### src/rtl/uart_rx_pkg.sv
`default_nettype none
// ============================================================================
// Module      : uart_rx_pkg
// Description : Shared constants, FSM encoding and FIFO entry layout for the
//               parametrised UART receiver.
// Revision    : 1.0 - initial release
// ============================================================================
package uart_rx_pkg;

    localparam logic [1:0] PAR_NONE = 2'd0;
    localparam logic [1:0] PAR_EVEN = 2'd1;
    localparam logic [1:0] PAR_ODD  = 2'd2;

    typedef enum logic [2:0] {
        IDLE   = 3'd0,
        START  = 3'd1,
        DATA   = 3'd2,
        PARITY = 3'd3,
        STOP   = 3'd4,
        BREAK  = 3'd5
    } rx_state_t;

    // FIFO entry layout: {parity_err, frame_err, data[DATA_BITS-1:0]}
    function automatic int frame_err_pos(input int data_bits);
        return data_bits;
    endfunction

    function automatic int parity_err_pos(input int data_bits);
        return data_bits + 1;
    endfunction

endpackage
`default_nettype wire

### src/rtl/uart_rx_fifo.sv
`default_nettype none
// ============================================================================
// Module      : uart_rx_fifo
// Description : Synchronous FIFO with occupancy level and full/empty flags.
// Revision    : 1.0 - initial release
// ============================================================================
module uart_rx_fifo #(
    parameter int WIDTH = 10,
    parameter int DEPTH = 8
) (
    input  logic                     clk,
    input  logic                     reset,
    input  logic                     i_wr,
    input  logic [WIDTH-1:0]         i_wdata,
    input  logic                     i_rd,
    output logic [WIDTH-1:0]         o_rdata,
    output logic [$clog2(DEPTH):0]   o_level,
    output logic                     o_full,
    output logic                     o_empty
);

    localparam int c_aw = $clog2(DEPTH);

    logic [WIDTH-1:0] r_mem [0:DEPTH-1];
    logic [c_aw-1:0]  r_wr_ptr;
    logic [c_aw-1:0]  r_rd_ptr;
    logic [c_aw:0]    r_level;
    logic             w_rd;
    logic             w_wr;

    assign o_empty = (r_level == '0);
    assign o_full  = (r_level == (c_aw+1)'(DEPTH));
    assign o_level = r_level;
    assign o_rdata = r_mem[r_rd_ptr];

    // A pop frees a slot in the same cycle, so a push onto a full FIFO is
    // accepted when paired with a pop.
    assign w_rd = i_rd & ~o_empty;
    assign w_wr = i_wr & (~o_full | w_rd);

    always_ff @(posedge clk) begin
        if (w_wr) begin
            r_mem[r_wr_ptr] <= i_wdata;
        end
    end

    always_ff @(posedge clk) begin
        if (!reset) begin
            r_wr_ptr <= '0;
            r_rd_ptr <= '0;
            r_level  <= '0;
        end else begin
            if (w_wr) begin
                r_wr_ptr <= r_wr_ptr + 1'b1;
            end
            if (w_rd) begin
                r_rd_ptr <= r_rd_ptr + 1'b1;
            end
            case ({w_wr, w_rd})
                2'b10:   r_level <= r_level + 1'b1;
                2'b01:   r_level <= r_level - 1'b1;
                default: r_level <= r_level;
            endcase
        end
    end

endmodule
`default_nettype wire

### src/rtl/uart_rx_param.sv
`default_nettype none
// ============================================================================
// Module      : uart_rx_param
// Description : Oversampling UART receiver with parity, 1/2 stop bits, error
//               flags and receive FIFO. Macro UART_RX_BREAK_EN adds break
//               detection.
// Revision    : 1.0 - initial release
// ============================================================================
module uart_rx_param
    import uart_rx_pkg::*;
#(
    parameter int DATA_BITS   = 8,
    parameter int OVERSAMPLE  = 16,
    parameter int DIV_W       = 16,
    parameter int FIFO_DEPTH  = 8,
    parameter int SYNC_STAGES = 2
) (
    input  logic                          clk,
    input  logic                          reset,
    input  logic                          enable,
    input  logic [DIV_W-1:0]              div,
    input  logic [1:0]                    parity_mode,
    input  logic                          stop_bits,
    input  logic                          rx,
    output logic [DATA_BITS-1:0]          dout,
    output logic                          dout_frame_err,
    output logic                          dout_parity_err,
    output logic                          dout_valid,
    input  logic                          dout_ready,
    output logic [$clog2(FIFO_DEPTH):0]   fifo_level,
    output logic                          overrun,
    input  logic                          err_clr,
    output logic                          busy,
    output logic                          break_det
);

    localparam int c_os_w  = $clog2(OVERSAMPLE) + 1;
    localparam int c_bit_w = $clog2(DATA_BITS) + 1;
    localparam int c_ent_w = DATA_BITS + 2;
    localparam int c_fe    = frame_err_pos(DATA_BITS);
    localparam int c_pe    = parity_err_pos(DATA_BITS);
    localparam logic [c_os_w-1:0]  c_os_s0   = c_os_w'(OVERSAMPLE/2 - 1);
    localparam logic [c_os_w-1:0]  c_os_s1   = c_os_w'(OVERSAMPLE/2);
    localparam logic [c_os_w-1:0]  c_os_mid  = c_os_w'(OVERSAMPLE/2 + 1);
    localparam logic [c_os_w-1:0]  c_os_last = c_os_w'(OVERSAMPLE - 1);
    localparam logic [c_bit_w-1:0] c_last_bit = c_bit_w'(DATA_BITS - 1);

    rx_state_t               r_state;
    rx_state_t               w_state_nxt;
    logic [SYNC_STAGES-1:0]  r_sync;
    logic                    r_rx_d;
    logic                    w_rx;
    logic [DIV_W-1:0]        r_div_cnt;
    logic [c_os_w-1:0]       r_os_cnt;
    logic [c_bit_w-1:0]      r_bit_cnt;
    logic                    r_s0;
    logic                    r_s1;
    logic [DATA_BITS-1:0]    r_shift;
    logic                    r_frame_err;
    logic                    r_par_err;
    logic                    r_push;
    logic [c_ent_w-1:0]      r_word;
    logic                    r_overrun;
    logic                    w_tick;
    logic                    w_mid;
    logic                    w_end;
    logic                    w_vote;
    logic                    w_par_en;
    logic                    w_last_stop;
    logic                    w_push_nxt;
    logic                    w_brk_hit;
    logic [c_ent_w-1:0]      w_rdata;
    logic                    w_full;
    logic                    w_empty;

    assign w_rx        = r_sync[SYNC_STAGES-1];
    assign w_tick      = (r_state != IDLE) && (r_div_cnt == div);
    assign w_mid       = w_tick && (r_os_cnt == c_os_mid);
    assign w_end       = w_tick && (r_os_cnt == c_os_last);
    assign w_vote      = (r_s0 & r_s1) | (r_s0 & w_rx) | (r_s1 & w_rx);
    assign w_par_en    = (parity_mode == PAR_EVEN) || (parity_mode == PAR_ODD);
    assign w_last_stop = (r_bit_cnt == {{(c_bit_w-1){1'b0}}, stop_bits});

    always_ff @(posedge clk) begin
        if (!reset) begin
            r_sync <= '1;
            r_rx_d <= 1'b1;
        end else begin
            r_sync <= {r_sync[SYNC_STAGES-2:0], rx};
            r_rx_d <= w_rx;
        end
    end

    always_ff @(posedge clk) begin
        if (!reset) begin
            r_state <= IDLE;
        end else begin
            r_state <= w_state_nxt;
        end
    end

    always_comb begin
        w_state_nxt = r_state;
        w_push_nxt  = 1'b0;
        case (r_state)
            IDLE: begin
                if (r_rx_d && !w_rx) begin
                    w_state_nxt = START;
                end
            end
            START: begin
                if (w_mid && w_vote) begin
                    w_state_nxt = IDLE;
                end else if (w_end) begin
                    w_state_nxt = DATA;
                end
            end
            DATA: begin
                if (w_end && (r_bit_cnt == c_last_bit)) begin
                    w_state_nxt = w_par_en ? PARITY : STOP;
                end
            end
            PARITY: begin
                if (w_end) begin
                    w_state_nxt = STOP;
                end
            end
            STOP: begin
                // Leave at mid-bit so a back-to-back start edge is not missed.
                if (w_mid && w_last_stop) begin
                    if (w_brk_hit) begin
                        w_state_nxt = BREAK;
                    end else begin
                        w_push_nxt  = 1'b1;
                        w_state_nxt = IDLE;
                    end
                end
            end
            BREAK: begin
                if (w_tick && w_rx && (r_os_cnt == c_os_last)) begin
                    w_state_nxt = IDLE;
                end
            end
            default: w_state_nxt = IDLE;
        endcase
        if (!enable) begin
            w_state_nxt = IDLE;
            w_push_nxt  = 1'b0;
        end
    end

    always_ff @(posedge clk) begin
        if (!reset) begin
            r_div_cnt   <= '0;
            r_os_cnt    <= '0;
            r_bit_cnt   <= '0;
            r_s0        <= 1'b1;
            r_s1        <= 1'b1;
            r_shift     <= '0;
            r_frame_err <= 1'b0;
            r_par_err   <= 1'b0;
            r_push      <= 1'b0;
            r_word      <= '0;
        end else begin
            r_push <= w_push_nxt;
            if (w_push_nxt) begin
                r_word <= {r_par_err, r_frame_err | ~w_vote, r_shift};
            end
            if (r_state == IDLE) begin
                r_div_cnt   <= '0;
                r_os_cnt    <= '0;
                r_bit_cnt   <= '0;
                r_frame_err <= 1'b0;
                r_par_err   <= 1'b0;
            end else begin
                r_div_cnt <= w_tick ? '0 : r_div_cnt + 1'b1;
                // In BREAK the tick counter instead counts consecutive high samples.
                if (w_state_nxt == BREAK && r_state != BREAK) begin
                    r_os_cnt <= '0;
                end else if (w_tick) begin
                    if (r_state == BREAK) begin
                        r_os_cnt <= w_rx ? r_os_cnt + 1'b1 : '0;
                    end else begin
                        r_os_cnt <= w_end ? '0 : r_os_cnt + 1'b1;
                    end
                end
                if (w_tick && r_os_cnt == c_os_s0) begin
                    r_s0 <= w_rx;
                end
                if (w_tick && r_os_cnt == c_os_s1) begin
                    r_s1 <= w_rx;
                end
                if (w_mid) begin
                    case (r_state)
                        DATA:    r_shift <= {w_vote, r_shift[DATA_BITS-1:1]};
                        PARITY:  r_par_err <= ((^r_shift) ^ w_vote) != (parity_mode == PAR_ODD);
                        STOP:    r_frame_err <= r_frame_err | ~w_vote;
                        default: ;
                    endcase
                end
                if (w_end && (r_state == DATA || r_state == STOP)) begin
                    r_bit_cnt <= (r_state == DATA && r_bit_cnt == c_last_bit) ? '0 : r_bit_cnt + 1'b1;
                end
            end
        end
    end

`ifdef UART_RX_BREAK_EN
    logic r_all_zero;
    logic r_break;

    assign w_brk_hit = r_all_zero & ~w_vote;
    assign break_det = r_break;

    always_ff @(posedge clk) begin
        if (!reset) begin
            r_all_zero <= 1'b1;
            r_break    <= 1'b0;
        end else begin
            r_break <= (r_state == STOP) && (w_state_nxt == BREAK);
            if (r_state == IDLE) begin
                r_all_zero <= 1'b1;
            end else if (w_mid && w_vote) begin
                r_all_zero <= 1'b0;
            end
        end
    end
`else
    assign w_brk_hit = 1'b0;
    assign break_det = 1'b0;
`endif

    uart_rx_fifo #(
        .WIDTH (c_ent_w),
        .DEPTH (FIFO_DEPTH)
    ) u_fifo (
        .clk     (clk),
        .reset   (reset),
        .i_wr    (r_push),
        .i_wdata (r_word),
        .i_rd    (dout_ready),
        .o_rdata (w_rdata),
        .o_level (fifo_level),
        .o_full  (w_full),
        .o_empty (w_empty)
    );

    always_ff @(posedge clk) begin
        if (!reset) begin
            r_overrun <= 1'b0;
        end else if (r_push && w_full && !dout_ready) begin
            r_overrun <= 1'b1;
        end else if (err_clr) begin
            r_overrun <= 1'b0;
        end
    end

    assign overrun         = r_overrun;
    assign busy            = (r_state != IDLE);
    assign dout_valid      = ~w_empty;
    assign dout            = w_empty ? '0 : w_rdata[DATA_BITS-1:0];
    assign dout_frame_err  = ~w_empty & w_rdata[c_fe];
    assign dout_parity_err = ~w_empty & w_rdata[c_pe];

endmodule
`default_nettype wire

### config.mk
export PLATFORM = sky130hd
export DESIGN_NAME = uart_rx_param
export DESIGN_NICKNAME = d
export VERILOG_FILES = /design/src/rtl/uart_rx_pkg.sv /design/src/rtl/uart_rx_fifo.sv /design/src/rtl/uart_rx_param.sv
export SDC_FILE = /design/constraint.sdc
export NUM_CORES = 1
export LEC_CHECK = 0
export CAP_MARGIN = 30
export CORE_MARGIN = 2
export CORE_UTILIZATION = 45
export CTS_CLUSTER_SIZE = 8
export DETAILED_ROUTE_END_ITERATION = 10
export HOLD_SLACK_MARGIN = 0.12
export PLACE_DENSITY = 0.6
export SLEW_MARGIN = 20
export SYNTH_ARGS = -nofsm -noshare
export SYNTH_HDL_FRONTEND = slang
export SYNTH_SLANG_ARGS = --single-unit
### constraint.sdc
create_clock -name clk -period 4.15 [get_ports clk]
set_input_delay 0.415 -clock clk [delete_from_list [all_inputs] [get_ports clk]]
set_output_delay 0.415 -clock clk [all_outputs]
set_load 0.1 [all_outputs]
Routing congestion map:
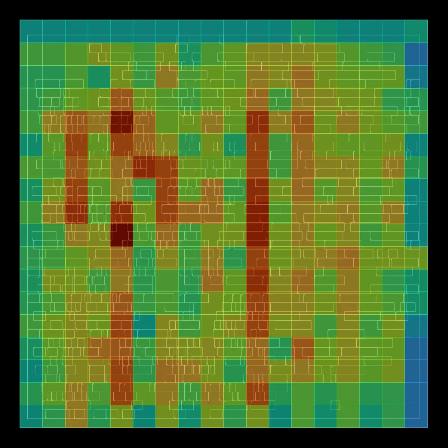
met2 usage: 0.3012
WL/cell: 16.26 um
grt peak-use layer: met2

Wires at chosen ports, followed through buffers:
Scale bar: 20 um.
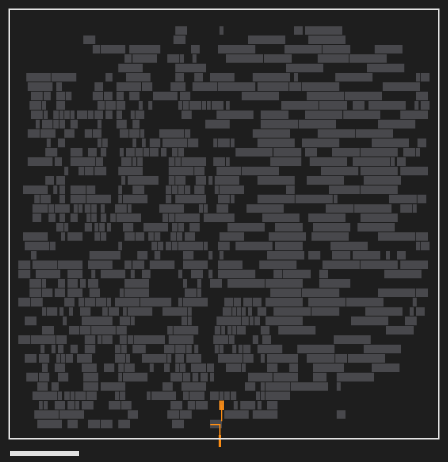
dout_ready -> orange  # bits 1, direction input, end cells 1, buffers 1, wire 10.9 um

==> impl_metrics.tcl <==
# implementation run metrics
set metrics [dict create \
    fp_util 0.4652 \
    fill_cells 1213 \
    numPortBuffers 41 \
    ioPinCount 43 \
    instances_no_fill 788 \
    met1_usage 0.2149 \
    logic_family "simple AND/OR/NAND/NOR gates" \
    rrSetupSlack_ps 1580 \
    clock_latency_ps 420 \
    grt_overflow_total 0 \
    hold_viol 0 \
    crit_family "buffers and inverters" \
    grt_use_met3 0.04424 \
    lay_top_cells "80 x edfxtp_1, 68 x dfxtp_1, 55 x nor2_1, 45 x nand2_1, 31 x clkdlybuf4s50_1" \
    clockNetworkAreaShare 0.07417 \
    top_cells_by_count "80 x edfxtp_1, 68 x dfxtp_1, 55 x nor2_1" \
    rsz0062_at_grt "no" \
    fmax_mhz 306.4 \
    worst_path_largest_cell_delay_ps 1220 \
    synth_nets 581 \
    adder_share 0.02769 \
    yosys_area_sq_um 6507 \
    compound_area_frac 0.05499 \
    status "finished clean" \
    slew_violations 0 \
    clkPwrFrac 0.478 \
    power.share.switching 0.2156 \
    clk_pin_slew_ps 60 \
    stdcell_area_sq_um 7726 \
    hpwl_mm 8.554 \
    dp.cells 756 \
    yosysMostFrequentCell "edfxtp_1" \
    routed.top_layer "met4" \
    hold_buffers 0 \
    p_seq_frac 0.500 \
    clock_path_buffers 2 \
    yosysWarnings 0 \
    startpoint "r_state[1]" \
    dieArea_sq_um 15440 \
    cts_tree "yes" \
    period_minus_slack_ps 3264 \
    largest_register "u_fifo.r_mem" \
    p_leak_nw 2.575 \
    fin_ws_ps 886.2 \
    routed_via_density 5.340 \
    grt_pass1_wl_mm 21.39 \
    logic_area_sq_um 2584 \
    layout.nonclk_buf_frac 0.06640 \
    n_all_inverters 18 \
    pre_cts_slack_ps 1184 \
    postCtsSetupBuffers 0 \
    num_rows 43 \
    comb-cell-share 0.3344 \
    critical_path_class "register to primary output" \
    min_path_cells 1 \
    drc 0 \
    period_used_share 0.7864 \
    synth_top_area_share 0.3692 \
    combPwrFrac 0.021 \
    n_clock_buffer 18 \
    finalSetupTns_ps 0 \
    end_kind "primary output" \
    min-delay-start "r_sync[0]" \
    vias 4208 \
    simple_gate_share 0.1427 \
    grt_pass1_vias 4286 \
    switchingPower_mw 0.6601 \
    ff2ff_path_depth 10 \
    max-cap-violations 0 \
    hp-class "register to register" \
    grt_util_all_layers 0.1746 \
    cts_sinks 148 \
    area_growth_pct 18.73 \
    synth.distinct_cells 48 \
    cts_root_buf "clkbuf_16" \
    fin_nets 633 \
    crit_path_end "busy" \
    ctsResizeCount 0 \
    synthXorXnorAreaFrac 0.06326 \
    firstDrtPassIters 4 \
    p_per_area_nw_per_um2 396.4 \
    wl_met1_mm 5.676 \
    syn_avg_cell_area_sq_um 11.98 \
    antenna_cells 0 \
    dr_wl_met2_mm 6.510 \
    wl_met3_um 443 \
    totalWireLength_mm 12.81 \
    warning_count 28 \
    pg_clk_mw 1.47 \
    flops 148 \
    intPower_mw 2.402 \
    critPathMaxFanout 13 \
    die_w_um 124.3 \
    setup_viol 0 \
    dr.first_iter.drc_count 269 \
    layout_top_cell "edfxtp_1" \
    design.core.area_sq_um 13990 \
    p_comb_mw 0.0658 \
    synth.cell_area_sq_um 6507 \
    r2r_end "u_fifo.o_level[3]" \
    critical_path_cell_count 4 \
    cts_inserted_buffers 17 \
]
Met1 routing:
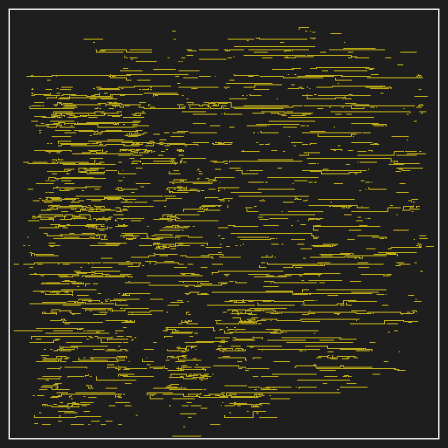
share of all routed wire = 44%
nets with wire on the layer = 580
longest straight run = 33.1 um
main direction = horizontal

Register map, names as in the netlist:
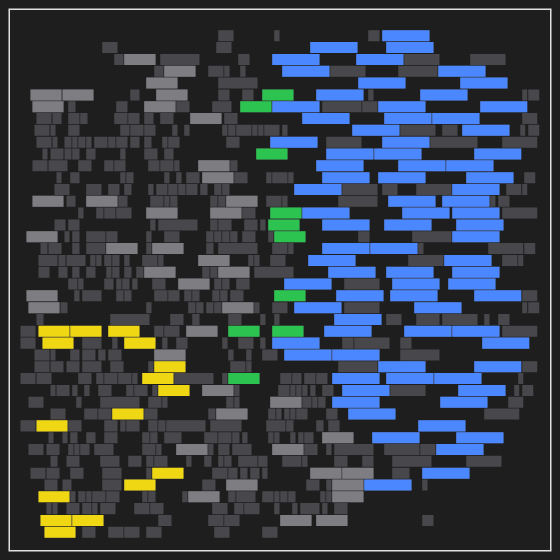
r_word -> green  # sequential cells 10
u_fifo.r_mem -> blue  # sequential cells 80
r_div_cnt -> yellow  # sequential cells 16
Core Util, Final: 0.5523
Seq. pwr: 1.53 mW
FF/Latch Area: 3764 sq um
sequential share of cell area: 0.4871

Power is estimated from default activity; no workload was simulated.
